==> config.mk <==
export PLATFORM = sky130hd
export DESIGN_NAME = rotation_mode_flat
export DESIGN_NICKNAME = d
export VERILOG_FILES = /design/src/rtl/rotation_mode_if.sv /design/src/rtl/rotation_mode.sv /design/src/flat_wrapper.sv
export SDC_FILE = /design/constraint.sdc
export NUM_CORES = 1
export LEC_CHECK = 0
export CAP_MARGIN = 40
export CORE_MARGIN = 2
export CORE_UTILIZATION = 60
export CTS_BUF_LIST = sky130_fd_sc_hd__clkbuf_4 sky130_fd_sc_hd__clkbuf_8 sky130_fd_sc_hd__clkbuf_16
export CTS_CLUSTER_SIZE = 16
export DETAILED_ROUTE_END_ITERATION = 12
export GPL_ROUTABILITY_DRIVEN = 0
export PLACE_DENSITY_LB_ADDON = 0.05
export SETUP_SLACK_MARGIN = 0.1
export SLEW_MARGIN = 25
export SYNTH_ARGS = -nofsm -noshare
export SYNTH_HDL_FRONTEND = slang
export SYNTH_SLANG_ARGS = --single-unit
export TNS_END_PERCENT = 30
==> constraint.sdc <==
create_clock -name clk -period 17.2 [get_ports clk]
set_clock_uncertainty 0.2 [all_clocks]
set_input_delay 1.72 -clock clk [delete_from_list [all_inputs] [get_ports clk]]
set_output_delay 1.72 -clock clk [all_outputs]
set_load 0.05 [all_outputs]
==> src/rtl/rotation_mode_if.sv <==
// Operand/result bundle for the rotation-mode CORDIC engine.
// The master drives operands and start. The slave (the engine) returns
// the rotated pair together with busy/done status.
interface rotation_mode_if;
  logic signed [12:0] ori_X;
  logic signed [12:0] ori_Y;
  logic        [7:0]  sign_d;
  logic               start;
  logic signed [12:0] rot_X;
  logic signed [12:0] rot_Y;
  logic               busy;
  logic               done;

  modport master (
    output ori_X, ori_Y, sign_d, start,
    input  rot_X, rot_Y, busy, done
  );

  modport slave (
    input  ori_X, ori_Y, sign_d, start,
    output rot_X, rot_Y, busy, done
  );
endinterface

==> src/rtl/rotation_mode.sv <==
// Rotation-mode CORDIC engine.
// It replays the 8 recorded micro-rotation directions (sign_d) onto a new
// 13-bit (X,Y) pair. Each EXE cycle performs two micro-rotations, so one
// operation is IDLE -> 4x EXE -> DONE. The result is scaled by the CORDIC
// gain compensation K while in DONE.
module rotation_mode #(
  parameter logic [9:0] K = 10'b1001101110
) (
  input  logic            clk,
  input  logic            reset,   // asynchronous, active-low
  rotation_mode_if.slave  bus
);

  typedef enum logic [1:0] {
    IDLE = 2'b00,
    EXE  = 2'b01,
    DONE = 2'b10
  } state_e;

  // Working (X,Y) pair at the 13-bit datapath width.
  typedef struct packed {
    logic signed [12:0] x;
    logic signed [12:0] y;
  } vec_t;

  // Raw 14-bit sums of one micro-rotation, before truncation back to 13 bits.
  typedef struct packed {
    logic signed [13:0] x;
    logic signed [13:0] y;
  } wide_t;

  // One micro-rotation: j is the shift amount, d is the recorded direction.
  function automatic wide_t micro_rot(input vec_t v, input logic [2:0] j, input logic d);
    logic signed [12:0] x;
    logic signed [12:0] y;
    logic signed [12:0] xs;
    logic signed [12:0] ys;
    wide_t              r;
    x  = v.x;
    y  = v.y;
    xs = x >>> j;
    ys = y >>> j;
    if (d) begin
      r.x = {x[12], x} - {ys[12], ys};
      r.y = {y[12], y} + {xs[12], xs};
    end else begin
      r.x = {x[12], x} + {ys[12], ys};
      r.y = {y[12], y} - {xs[12], xs};
    end
    return r;
  endfunction

  state_e      state_q, state_d;
  logic [2:0]  cnt_q,   cnt_d;
  vec_t        work_q,  work_d;
  logic [7:0]  dir_q,   dir_d;

  wide_t       w0, w1;
  vec_t        v0, v1;
  logic [2:0]  j_odd;

  logic signed [24:0] k_ext;
  logic signed [24:0] x_ext;
  logic signed [24:0] y_ext;
  logic signed [24:0] px;
  logic signed [24:0] py;

  // Two chained micro-rotations: iteration cnt_q, then cnt_q+1.
  // The 14-bit sum is reduced to 13 bits by dropping bit 12 and keeping the
  // sign bit. This matches the vectoring block bit-for-bit, with no saturation.
  always_comb begin
    j_odd = cnt_q | 3'd1;
    w0    = micro_rot(work_q, cnt_q, dir_q[cnt_q]);
    v0.x  = {w0.x[13], w0.x[11:0]};
    v0.y  = {w0.y[13], w0.y[11:0]};
    w1    = micro_rot(v0, j_odd, dir_q[j_odd]);
    v1.x  = {w1.x[13], w1.x[11:0]};
    v1.y  = {w1.y[13], w1.y[11:0]};
  end

  // Next-state, counter and capture logic.
  always_comb begin
    // NOTE: every signal gets a default first, so that no path leaves one unassigned and infers a latch.
    state_d = state_q;
    cnt_d   = 3'd0;
    work_d  = work_q;
    dir_d   = dir_q;
    case (state_q)
      IDLE: begin
        if (bus.start) begin
          state_d  = EXE;
          work_d.x = bus.ori_X;
          work_d.y = bus.ori_Y;
          dir_d    = bus.sign_d;
        end
      end
      EXE: begin
        work_d = v1;
        if (cnt_q == 3'd6) begin
          state_d = DONE;
          cnt_d   = 3'd0;
        end else begin
          cnt_d = cnt_q + 3'd2;
        end
      end
      DONE: begin
        state_d = IDLE;
      end
      default: begin
        state_d = IDLE;
      end
    endcase
  end

  // State, counter, working pair and captured directions.
  always_ff @(posedge clk or negedge reset) begin
    if (!reset) begin
      state_q <= IDLE;
      cnt_q   <= 3'd0;
      work_q  <= '0;
      dir_q   <= 8'd0;
    end else begin
      // NOTE: sequential state uses non-blocking assignment, so every flop samples pre-edge values.
      state_q <= state_d;
      cnt_q   <= cnt_d;
      work_q  <= work_d;
      dir_q   <= dir_d;
    end
  end

  // Gain compensation: 13-bit signed times unsigned K, formed at 25 bits.
  assign k_ext = $signed({15'd0, K});
  assign x_ext = {{12{work_q.x[12]}}, work_q.x};
  assign y_ext = {{12{work_q.y[12]}}, work_q.y};
  assign px    = x_ext * k_ext;
  assign py    = y_ext * k_ext;

  // Outputs: status comes from the state, and the result is visible only in DONE.
  always_comb begin
    bus.rot_X = '0;
    bus.rot_Y = '0;
    bus.busy  = (state_q == EXE) || (state_q == DONE);
    bus.done  = (state_q == DONE);
    if (state_q == DONE) begin
      bus.rot_X = {px[24], px[21:10]};
      bus.rot_Y = {py[24], py[21:10]};
    end
  end

  // These bits are dropped on purpose by the truncation rules above.
  logic unused_bits;
  assign unused_bits = ^{w0.x[12], w0.y[12], w1.x[12], w1.y[12],
                         px[23:22], px[9:0], py[23:22], py[9:0]};

endmodule

==> src/flat_wrapper.sv <==
// flat-port wrapper written by rule: the top's interface ports become plain ports
module rotation_mode_flat 
#(
  parameter logic [9:0] K = 10'b1001101110
)
  (clk, reset, bus_ori_X, bus_ori_Y, bus_sign_d, bus_start, bus_rot_X, bus_rot_Y, bus_busy, bus_done);
  rotation_mode_if bus_i ();
  input  logic clk;
  input  logic reset;
  input wire logic [$bits(bus_i.ori_X)-1:0] bus_ori_X;
  input wire logic [$bits(bus_i.ori_Y)-1:0] bus_ori_Y;
  input wire logic [$bits(bus_i.sign_d)-1:0] bus_sign_d;
  input wire logic [$bits(bus_i.start)-1:0] bus_start;
  output wire logic [$bits(bus_i.rot_X)-1:0] bus_rot_X;
  output wire logic [$bits(bus_i.rot_Y)-1:0] bus_rot_Y;
  output wire logic [$bits(bus_i.busy)-1:0] bus_busy;
  output wire logic [$bits(bus_i.done)-1:0] bus_done;
  assign bus_i.ori_X = bus_ori_X;
  assign bus_i.ori_Y = bus_ori_Y;
  assign bus_i.sign_d = bus_sign_d;
  assign bus_i.start = bus_start;
  assign bus_rot_X = bus_i.rot_X;
  assign bus_rot_Y = bus_i.rot_Y;
  assign bus_busy = bus_i.busy;
  assign bus_done = bus_i.done;
  rotation_mode #(.K(K)) u_core (.clk(clk), .reset(reset), .bus(bus_i));
endmodule
==> images/congestion_map.png <==
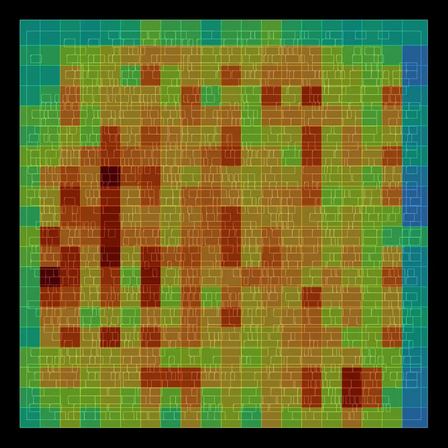
Global Route met3 Usage: 0.0210
global routing met1 resource utilization: 0.415
DR WL/cell: 17.9 um
final design utilization: 0.672
most congested layer reported by global routing: met2

==> images/closeup.png <==
The bar under the picture is 10 um long. Window x 50 to 90, y 22 to 62 um. Cells in gray, sequential cells in the stronger gray; small squares are vias.
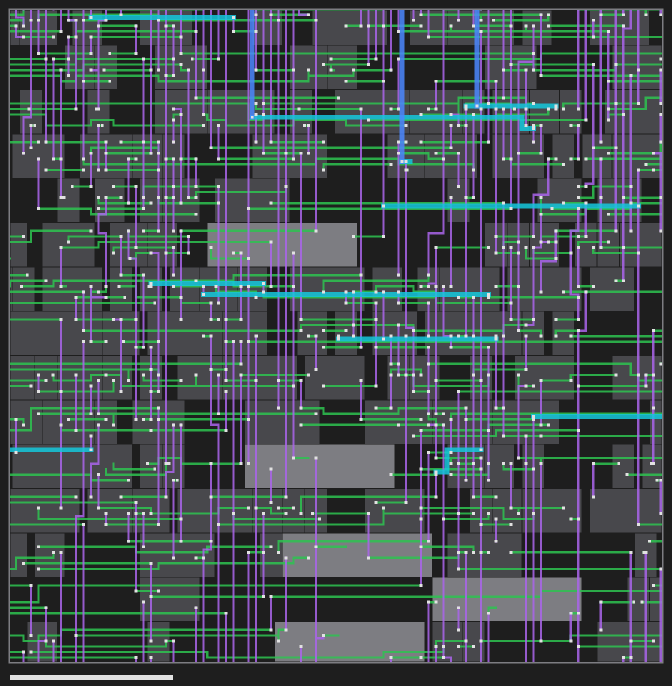
| color | layer |
|---|---|
| cyan | M3 |
| green | M1 |
| blue | M4 |
| purple | M2 |
most frequent: inv_1 (15), nand2_1 (14), ha_1 (13)
netlist names of flops here include: u_core.work_q (5)
sequential cells in the window: 5
cells with their middle in the window: 137

==> images/m2.png <==
The bar under the picture is 50 um long. Cells faint in the background.
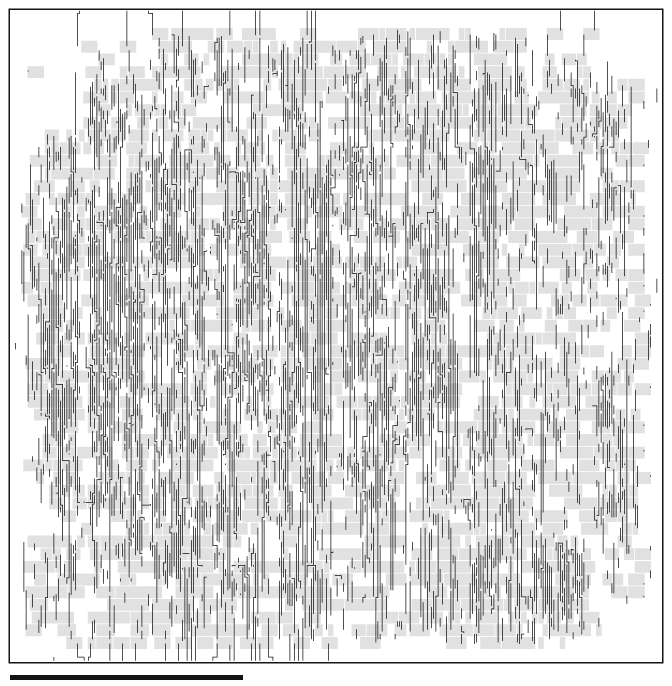
main direction: vertical
nets with wire on the layer: 1365
global routing met2 resource utilization: 0.481
total wire length after detailed routing: 28200 um
vias after detailed routing: 9472

==> images/sizing.png <==
The bar under the picture is 50 um long.
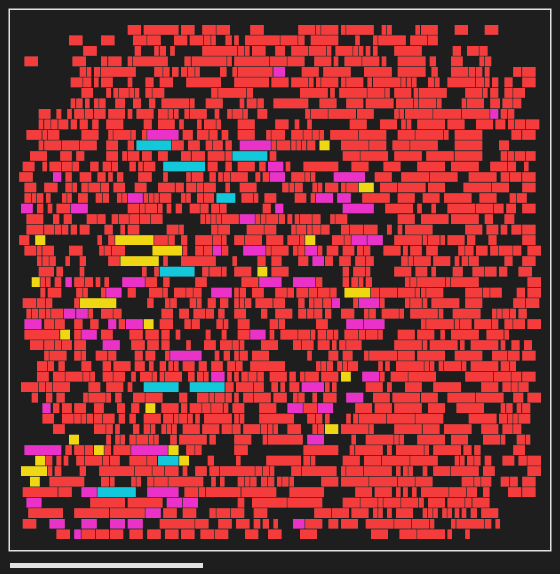
| color | size | cells |
|---|---|---|
| red | x1 and smaller | 1249 |
| yellow | x3 and x4 | 23 |
| magenta | x2 | 63 |
| cyan | x6 and larger | 9 |
buffers outside the clock class: 80
worst path setup slack after routing: 8.86 ns

==> images/m1.png <==
The bar under the picture is 50 um long. Supply wires on this layer in gray. Cells faint in the background.
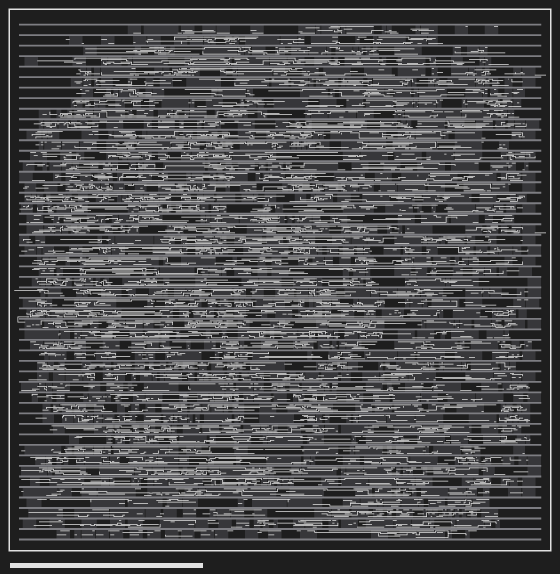
share of all routed wire: 47%
longest straight run: 39.6 um
wire length on this layer: 13300 um

==> run notes <==
The flow ran to the end, and the final reports show no timing, DRC or antenna violations. The synthesized netlist handed to floorplanning was reported with a cell count of 1297. The H-tree was split into 2 levels. Entering global routing, the biggest net connects 61 pins.

Transition time of the tightest slew-check pin: 0.829 ns. In this run the deepest clock path goes through 2 buffers.

Summed over all nets, wire length on met2 after detailed routing comes to 13000 um. For this run, the leading register cell type out of synthesis is sky130_fd_sc_hd__dfrtp_1. According to the report, the first pass of detailed routing completed in 5 iterations.

The script reports the combined buffer and inverter count of the critical path as 4. The cell family contributing the most delay on the critical path is adder cells. The final report lists a non-filler cell total of 1573.

The synthesized netlist has a Yosys-reported chip area of 11100 um2. With the remaining max-slew budget at the tightest pin at 0.447, the via-per-instance ratio is 6.02. The half-perimeter wire length of the detailed placement result is 22500 um.

In this run, placement finished with an instance count of 1564. For the initial antenna violation count, the log shows 0. With the die outline area at 19500 um2, the number of input and output port buffers inserted is 64. Setup repair after global routing left no endpoint under its margin.

The run gives 0 as the tally of nets with antenna violations remaining after routing. The final critical-path share of the clock period is 0.485, and the total negative setup slack is 0 ns. The minimum clock period after layout was 8.34 ns.

In the post-synthesis netlist, the cell with the most instances is sky130_fd_sc_hd__ha_1. For the worst setup path, the data required time is 15.28 ns. With the area fraction of the dominant cell type after synthesis at 0.191, the I/O pin count is 65.

Along the worst path, the maximum fanout reaches 15. Static timing analysis puts the maximum clock frequency at 120 MHz. STA puts the critical path data arrival time at 6.42 ns. The run gives 140 um for the width of the die. The run gives 0.291 as the total global-route track usage. The run gives 11900 um2 for the instance area after placement.

The worst hold path cell count was 1; the count of final hold-check violations was 0. Per the detail_route log, met3 wirelength is 1210 um. Library cell contributing the largest single delay on the critical path: sky130_fd_sc_hd__clkdlybuf4s50_1. Summing every instance area after synthesis gives 11100 um2. For this design, the CTS-stage hold fixing added 0 buffers.

Synthesized netlist net count: 1597. Dominant cell type by count on the critical path: sky130_fd_sc_hd__fa_1. The path category of the worst min-delay check was flip-flop to flip-flop.

The number of storage elements in the synthesis netlist came out at 38. Kind of critical path: flip-flop to output port. In this run the mean area of a mapped cell was 8.53 um2. The report puts the cell count of the worst reg-to-reg path at 29.

Across all hold checks on the routed design, the worst slack comes to 0.280 ns. In the final report, the number of pins over their slew limit comes to 0.

Post-CTS repair changed the size of 0 cells. After synthesis, the cell types taking the most area are sky130_fd_sc_hd__ha_1, sky130_fd_sc_hd__fa_1, sky130_fd_sc_hd__dfrtp_1.

In this run the critical register-to-register path is captured at u_core.work_q[12]$_DFFE_PN0P_. The final-stage net count is 1643. Ranking logic cells in the layout by count gives the top entries sky130_fd_sc_hd__ha_1, sky130_fd_sc_hd__inv_1, sky130_fd_sc_hd__fa_1. Fraction of registers with async set/reset: 1.00.

The critical path capture point type was an output port. Number of clock sinks seen by CTS: 38. Counting the warning lines in the Yosys log gives 0. Worst setup timing slack at the placement stage: 9.15 ns.

The run gives 0.0860 for the register area share after synthesis. For the wire length of the first global-routing pass, the log shows 46600 um. In this run the vertical extent of the chip is 140 um.

Looking at hold timing, the worst path starts from u_core.cnt_q[1]$_DFF_PN0_. Max-cap violations in this run came to 0. The sort of element at the start of the critical path is a flip-flop. The run gives 0 as the remaining global-route overflow.

Core footprint: 18000 um2. The run gives 0 for the remaining routing DRC violations. Looking at the worst setup and hold paths, the clock pins of their registers show a slew of 0.06 ns. TritonCTS built the clock tree.

Counting instances in the post-synthesis netlist gives the leading cell types as sky130_fd_sc_hd__ha_1, sky130_fd_sc_hd__inv_1, sky130_fd_sc_hd__fa_1, sky130_fd_sc_hd__nand2_1, sky130_fd_sc_hd__nor2_1. Biggest cell delay along the critical path: 0.79 ns. The endpoint with the worst hold slack is u_core.cnt_q[1]$_DFF_PN0_. In this run, synthesis inferred 0 flip-flops with an integrated enable. For the via count of the first global-routing pass, the log shows 9234. In this run the top signal layer used is met4. The tools report the master cell of the clock root buffer as sky130_fd_sc_hd__clkbuf_16. The post-route report lists met1 wire length as 13300 um. Compared with the post-synthesis result, the final layout area differs by 9.52%. The top logic cell by instance count in the layout is sky130_fd_sc_hd__ha_1. After routing the design area is 12100 um2.

The synthesized netlist was found by Yosys to have 1297 cells. Summed over all instances, the cell type with the most area after synthesis is sky130_fd_sc_hd__ha_1. After floorplanning, the core was divided into 49 placement rows. The logs give 5 for the TritonCTS buffer count and 0 for the buffer count from post-CTS setup fixing. Once iteration 0 of detailed routing completed, the report listed 501 DRC markers. The fraction of layout instances using a drive strength above 1 was 0.0707.

The worst-case reg-to-reg setup slack stands at 9.39 ns. The antenna diode instance count came out at 0. Per the timing report, the most critical flop-to-flop path originates at u_core.cnt_q[2]$_DFF_PN0_. Fraction of the core area occupied by cells at floorplan: 0.614. The count of warning messages emitted by the tools is 32.

Clock latency reported for the late side of the worst-skew pair: 0.29 ns.
how the worst max path moves through the flow:
| stage | startpoint | cells past startpoint | end |
|---|---|---|---|
| global placement | u_core.work_q[24]$_DFFE_PN0P_ | 19 | bus_rot_X[12] |
| CTS | u_core.work_q[24]$_DFFE_PN0P_ | 19 | bus_rot_X[12] |
| finish | u_core.work_q[24]$_DFFE_PN0P_ | 19 | bus_rot_X[12] |
| detailed placement | u_core.work_q[24]$_DFFE_PN0P_ | 19 | bus_rot_X[12] |
| global route | u_core.work_q[24]$_DFFE_PN0P_ | 19 | bus_rot_X[12] |
| floorplan | u_core.work_q[12]$_DFFE_PN0P_ | 13 | bus_rot_Y[9] |
state kept, by name (all words and copies together), names as in the netlist:
name and flops:
u_core.work_q 26, u_core.cnt_q 2, u_core.dir_q 8, u_core.state_q 2
logic make-up (layout without fill, tap and decap cells):
group,count (synthesis),after routing,share of synthesized area
adder cells (fa/ha/maj),263,263,0.361
buffers and inverters,198,245,0.0719
AND-OR/OR-AND,313,313,0.188
XOR/XNOR,93,93,0.0791
multiplexers,57,57,0.0606
AND/OR/NAND/NOR,335,335,0.153
flip-flops,38,38,0.0860
area by class of cell:
cell class / instances / area (um2)
Clock buffer: 7 / 146
Clock inverter: 1 / 30.0
Fill cell: 1573 / 5910
Inverter: 157 / 592
Multi-Input combinational cell: 1061 / 9330
Sequential cell: 38 / 953
Tap cell: 229 / 287
Timing Repair Buffer: 80 / 781
